--- src/rtl/neuron_pkg.sv ---
// Shared types and helpers for the time-multiplexed neuron.
`timescale 1ns/1ps
package neuron_pkg;

  typedef enum logic [1:0] {IDLE, ACCUM, FINAL, HOLD} state_t;

  function automatic int q_one(input int frac_w);
    return 1 << frac_w;
  endfunction

  // ReLU clamp into a signed data_w-bit range; negative and zero map to 0.
  function automatic logic signed [63:0] sat_to_w(input logic signed [63:0] v,
                                                  input int data_w);
    logic signed [63:0] max_v;
    max_v = (64'sd1 <<< (data_w - 1)) - 64'sd1;
    if (v <= 64'sd0)
      return 64'sd0;
    else if (v > max_v)
      return max_v;
    else
      return v;
  endfunction

endpackage

--- src/rtl/neuron_mac.sv ---
// Registered signed multiply-accumulate with clear, enable and term-enable.
`timescale 1ns/1ps
module neuron_mac #(
  parameter int DATA_W = 16,
  parameter int ACC_W  = 35
) (
  input  logic              clk,
  input  logic              rst_n,
  input  logic              clear,
  input  logic              en,
  input  logic              term_en,
  input  logic [DATA_W-1:0] a,
  input  logic [DATA_W-1:0] b,
  output logic [ACC_W-1:0]  acc
);

  logic signed [2*DATA_W-1:0] prod;
  logic signed [ACC_W-1:0]    term;
  logic signed [ACC_W-1:0]    acc_d, acc_q;

  // Operands are widened first so the product keeps full precision.
  assign prod = $signed({{DATA_W{a[DATA_W-1]}}, a}) * $signed({{DATA_W{b[DATA_W-1]}}, b});
  assign term = term_en ? {{(ACC_W-2*DATA_W){prod[2*DATA_W-1]}}, prod} : '0;

  always_comb begin
    acc_d = acc_q;
    if (clear)
      acc_d = '0;
    else if (en)
      acc_d = acc_q + term;
  end

  always_ff @(posedge clk or negedge rst_n) begin
    if (!rst_n)
      acc_q <= '0;
    else
      acc_q <= acc_d;
  end

  assign acc = acc_q;

endmodule

--- src/rtl/neuron_seq.sv ---
// Sequential neuron: one MAC per clock, bias add, activation, valid/ready output.
// Define NEURON_RELU_EN for saturating ReLU instead of the default step activation.
`timescale 1ns/1ps
module neuron_seq
  import neuron_pkg::*;
#(
  parameter int N_INPUTS = 32,
  parameter int DATA_W   = 16,
  parameter int FRAC_W   = 8,
  parameter int ACC_W    = 2*DATA_W + $clog2(N_INPUTS+1)
) (
  input  logic                       clk,
  input  logic                       rst_n,
  input  logic                       in_valid,
  output logic                       in_ready,
  input  logic [N_INPUTS*DATA_W-1:0] dendrites,
  input  logic [(N_INPUTS+1)*DATA_W-1:0] weights,
  input  logic [N_INPUTS-1:0]        enabled,
  output logic                       out_valid,
  input  logic                       out_ready,
  output logic [DATA_W-1:0]          axon
);

  localparam int IDX_W = (N_INPUTS > 1) ? $clog2(N_INPUTS) : 1;
  localparam int SUM_W = ACC_W + 1;

  state_t                        state_d, state_q;
  logic [N_INPUTS*DATA_W-1:0]    dendrites_d, dendrites_q;
  logic [(N_INPUTS+1)*DATA_W-1:0] weights_d, weights_q;
  logic [N_INPUTS-1:0]           enabled_d, enabled_q;
  logic [IDX_W-1:0]              idx_d, idx_q;
  logic [DATA_W-1:0]             axon_d, axon_q;

  logic                          accept;
  logic [DATA_W-1:0]             cur_dendrite, cur_weight, bias;
  logic                          cur_enable;
  logic [ACC_W-1:0]              acc;
  logic signed [SUM_W-1:0]       acc_ext, bias_ext, sum_pre, sum;
  logic [DATA_W-1:0]             act;

  assign in_ready  = (state_q == IDLE);
  assign out_valid = (state_q == HOLD);
  assign axon      = axon_q;
  assign accept    = in_ready && in_valid;

  assign cur_dendrite = dendrites_q[int'(idx_q)*DATA_W +: DATA_W];
  assign cur_weight   = weights_q[int'(idx_q)*DATA_W +: DATA_W];
  assign cur_enable   = enabled_q[idx_q];
  assign bias         = weights_q[N_INPUTS*DATA_W +: DATA_W];

  neuron_mac #(
    .DATA_W (DATA_W),
    .ACC_W  (ACC_W)
  ) u_mac (
    .clk     (clk),
    .rst_n   (rst_n),
    .clear   (accept),
    .en      (state_q == ACCUM),
    .term_en (cur_enable),
    .a       (cur_dendrite),
    .b       (cur_weight),
    .acc     (acc)
  );

  // Bias is aligned to the product's 2*FRAC_W scale before the floor shift.
  assign acc_ext  = {acc[ACC_W-1], acc};
  assign bias_ext = {{(SUM_W-DATA_W){bias[DATA_W-1]}}, bias} <<< FRAC_W;
  assign sum_pre  = acc_ext + bias_ext;
  assign sum      = sum_pre >>> FRAC_W;

  always_comb begin
    act = '0;
`ifdef NEURON_RELU_EN
    act = DATA_W'(sat_to_w(64'(sum), DATA_W));
`else
    if (sum > 0)
      act = DATA_W'(q_one(FRAC_W));
`endif
  end

  always_comb begin
    state_d     = state_q;
    dendrites_d = dendrites_q;
    weights_d   = weights_q;
    enabled_d   = enabled_q;
    idx_d       = idx_q;
    axon_d      = axon_q;
    case (state_q)
      IDLE: begin
        if (accept) begin
          dendrites_d = dendrites;
          weights_d   = weights;
          enabled_d   = enabled;
          idx_d       = '0;
          state_d     = ACCUM;
        end
      end
      ACCUM: begin
        idx_d = idx_q + IDX_W'(1);
        if (idx_q == IDX_W'(N_INPUTS-1))
          state_d = FINAL;
      end
      FINAL: begin
        axon_d  = act;
        state_d = HOLD;
      end
      HOLD: begin
        if (out_ready)
          state_d = IDLE;
      end
      default: state_d = IDLE;
    endcase
  end

  always_ff @(posedge clk or negedge rst_n) begin
    if (!rst_n) begin
      state_q     <= IDLE;
      dendrites_q <= '0;
      weights_q   <= '0;
      enabled_q   <= '0;
      idx_q       <= '0;
      axon_q      <= '0;
    end else begin
      state_q     <= state_d;
      dendrites_q <= dendrites_d;
      weights_q   <= weights_d;
      enabled_q   <= enabled_d;
      idx_q       <= idx_d;
      axon_q      <= axon_d;
    end
  end

endmodule

--- config.mk ---
export PLATFORM = sky130hd
export DESIGN_NAME = neuron_seq
export DESIGN_NICKNAME = d
export VERILOG_FILES = /design/src/rtl/neuron_pkg.sv /design/src/rtl/neuron_mac.sv /design/src/rtl/neuron_seq.sv
export SDC_FILE = /design/constraint.sdc
export NUM_CORES = 2
export LEC_CHECK = 0
export CAP_MARGIN = 40
export CORE_AREA = 2 2 426 428
export CTS_BUF_LIST = sky130_fd_sc_hd__clkbuf_8
export CTS_CLUSTER_DIAMETER = 30
export DETAILED_ROUTE_END_ITERATION = 8
export DIE_AREA = 0 0 428 430
export GPL_TIMING_DRIVEN = 1
export PLACE_DENSITY_LB_ADDON = 0.08
export SYNTH_ARGS = -nofsm -noshare
export SYNTH_HDL_FRONTEND = slang
export SYNTH_SLANG_ARGS = --single-unit
--- constraint.sdc ---
create_clock -name clk -period 19.7 [get_ports clk]
set_input_delay 3.94 -clock clk [delete_from_list [all_inputs] [get_ports clk]]
set_output_delay 3.94 -clock clk [all_outputs]
set_load 0.005 [all_outputs]
Fig. 1: M1 wires
Bar = 100 µm. Supply wires on this layer in grey.
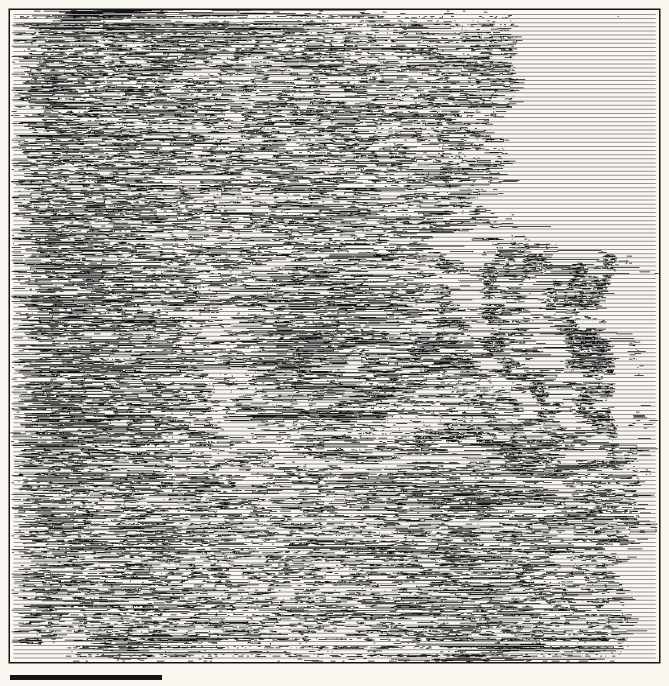
wire length on this layer: 108 mm
longest straight run: 139 µm
share of all routed wire: 40%
nets with wire on the layer: 8,637

Fig. 2: metal 2
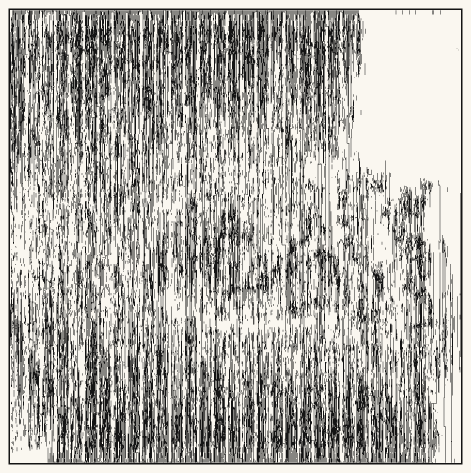
longest straight run: 198 µm
wire length on this layer: 132 mm
Detailed Route WL: 267 mm
vias: 53.9k
met2 Use GR: 47.5%

Fig. 3: metal 3
Bar = 100 µm.
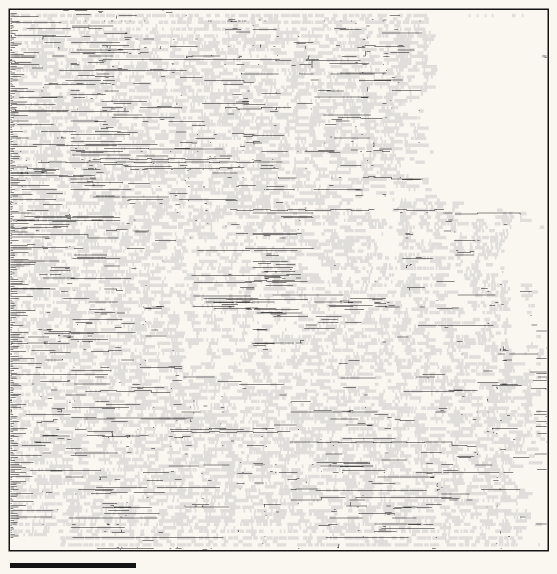
share of all routed wire: 5.5%
nets with wire on the layer: 887
main direction: horizontal
wire length on this layer: 14,600 µm

Fig. 4: the metal 4 layer
Supply wires on this layer in grey.
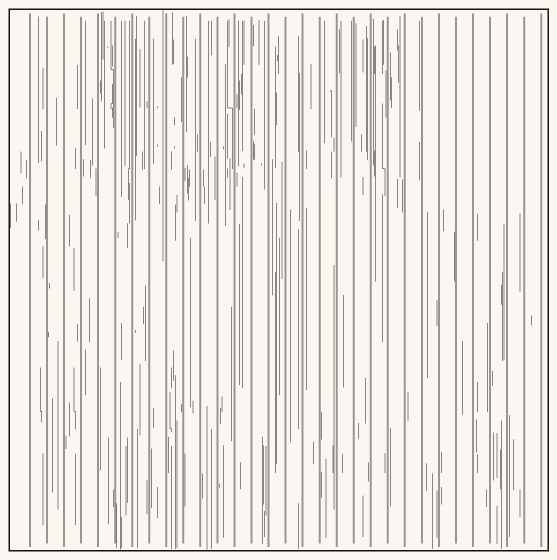
wire length on this layer: 12,100 µm
share of all routed wire: 4.6%
nets with wire on the layer: 188
longest straight run: 208 µm

Fig. 5: the clock network
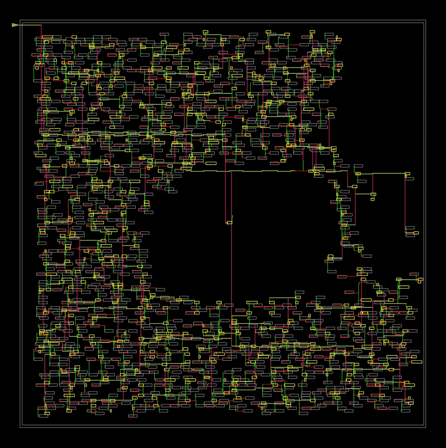
registers: 1,118
Sink Count: 1,118

==> run summary <==
fresh numbers from the pnr run: status=finished, final reports clean, Setup Viol. Count Final=0, XORs/XNORs by Area=0.814%, startpoint type of the worst setup path=flop, Starting Density=35.3%, Top logic family=simple AND/OR/NAND/NOR gates, clk root buf=clkbuf_8, layout cells sized above 1=12.1%, Critical Path End=u_mac.acc[33]$_DFFE_PN0P_, Final Cycle Share=64.5%, Rows=156, die y size=430 µm, Clock Network Area Fraction=8.76%, Seq share, synth=44.1%, top cells by count=3,332 x nand2_1, 1,118 x dfrtp_1, 328 x inv_1, 326 x mux4_2, 294 x clkbuf_1, yosys adder share=11.3%, Clock Latency Late Sink=1.09 ns, Reg2Reg Capture Point=u_mac.acc[33]$_DFFE_PN0P_, Max Cap Viol=0, ys flops=1,118, Dominant Register Cell=dfrtp_1, Worst Hold Depth=2, critical path's slowest cell=dfrtp_4, DR top layer=met5, post_cts resized=0, CTS tree=built, Data buffer area share=14.1%, clk slew on worst S/H paths=0.05 ns, pin count of the biggest net entering global routing=215, Cells after DPL=9,982, CTS hold repair buffers=0, Top Layout Cells=3,331 x nand2_1, 1,114 x dfrtp_1, 1,077 x clkdlybuf4s50_1, 377 x inv_1, 367 x clkbuf_8, invs w/o clock=343, M1 WL=108 mm, Syn-to-layout area delta=33.1%, Core Area=180,000 µm², number of logged tool warnings=58, Area leader share=44.1%, fill count=17.3k, Comb/total area=38.8%, Worst Tran Pin Value=1.14 ns, total track usage=28.7%, Cell area leaders=dfrtp_1 44%, nand2_1 20%, mux4_2 12%, WL/cell=25.2 µm, Max-Slew Margin vs Limit=23.9%, reg2reg start=idx_q[0]$_DFFE_PN0P_, CLK BUF=367, IO buf count=1,078, YS chip area=63,500 µm², Ports=1,094, vias per cell=5.08, Worst EP arrival=13.59 ns, met2 wire len=132 mm, Clock Path Buffers=4, DP Area=76,900 µm², die area=184,000 µm², DR pass1 iterations=6, nets=9,422, worst hold endpoint=dendrites_q[90]$_DFFE_PN0P_, AO/OA Area Share=3.58%, critical path class=reg2reg, CP max stage delay=0.74 ns, f_max=78.8 MHz, storage element area=28,000 µm², Synth top cell by count=nand2_1, cts bufs inserted=318, first-pass GRT wire length=385 mm, final instance area=84,500 µm², initial antenna violation count=112, Final WS setup=7.00 ns, Gate Area=32,700 µm², antenna cells=74, worst hold path type=reg2reg, DRT iter0 DRCs=4,412, final core utilization=47.0%, nonclk buf count=1,166, count of cell types in the netlist=86, Max Slew Vio Count=0, GRT met1 Usage=36.2%, MI comb cells=4,985, Leading cell kind=combinational gates, Critical Path Stages=37, Multiplexer share=12.6%, Setup TNS=0 ns, htree depth=5, max reg flops=528, Well Taps=2,370, worst endpoint required time=20.59 ns, register bank with the most flops=weights_q
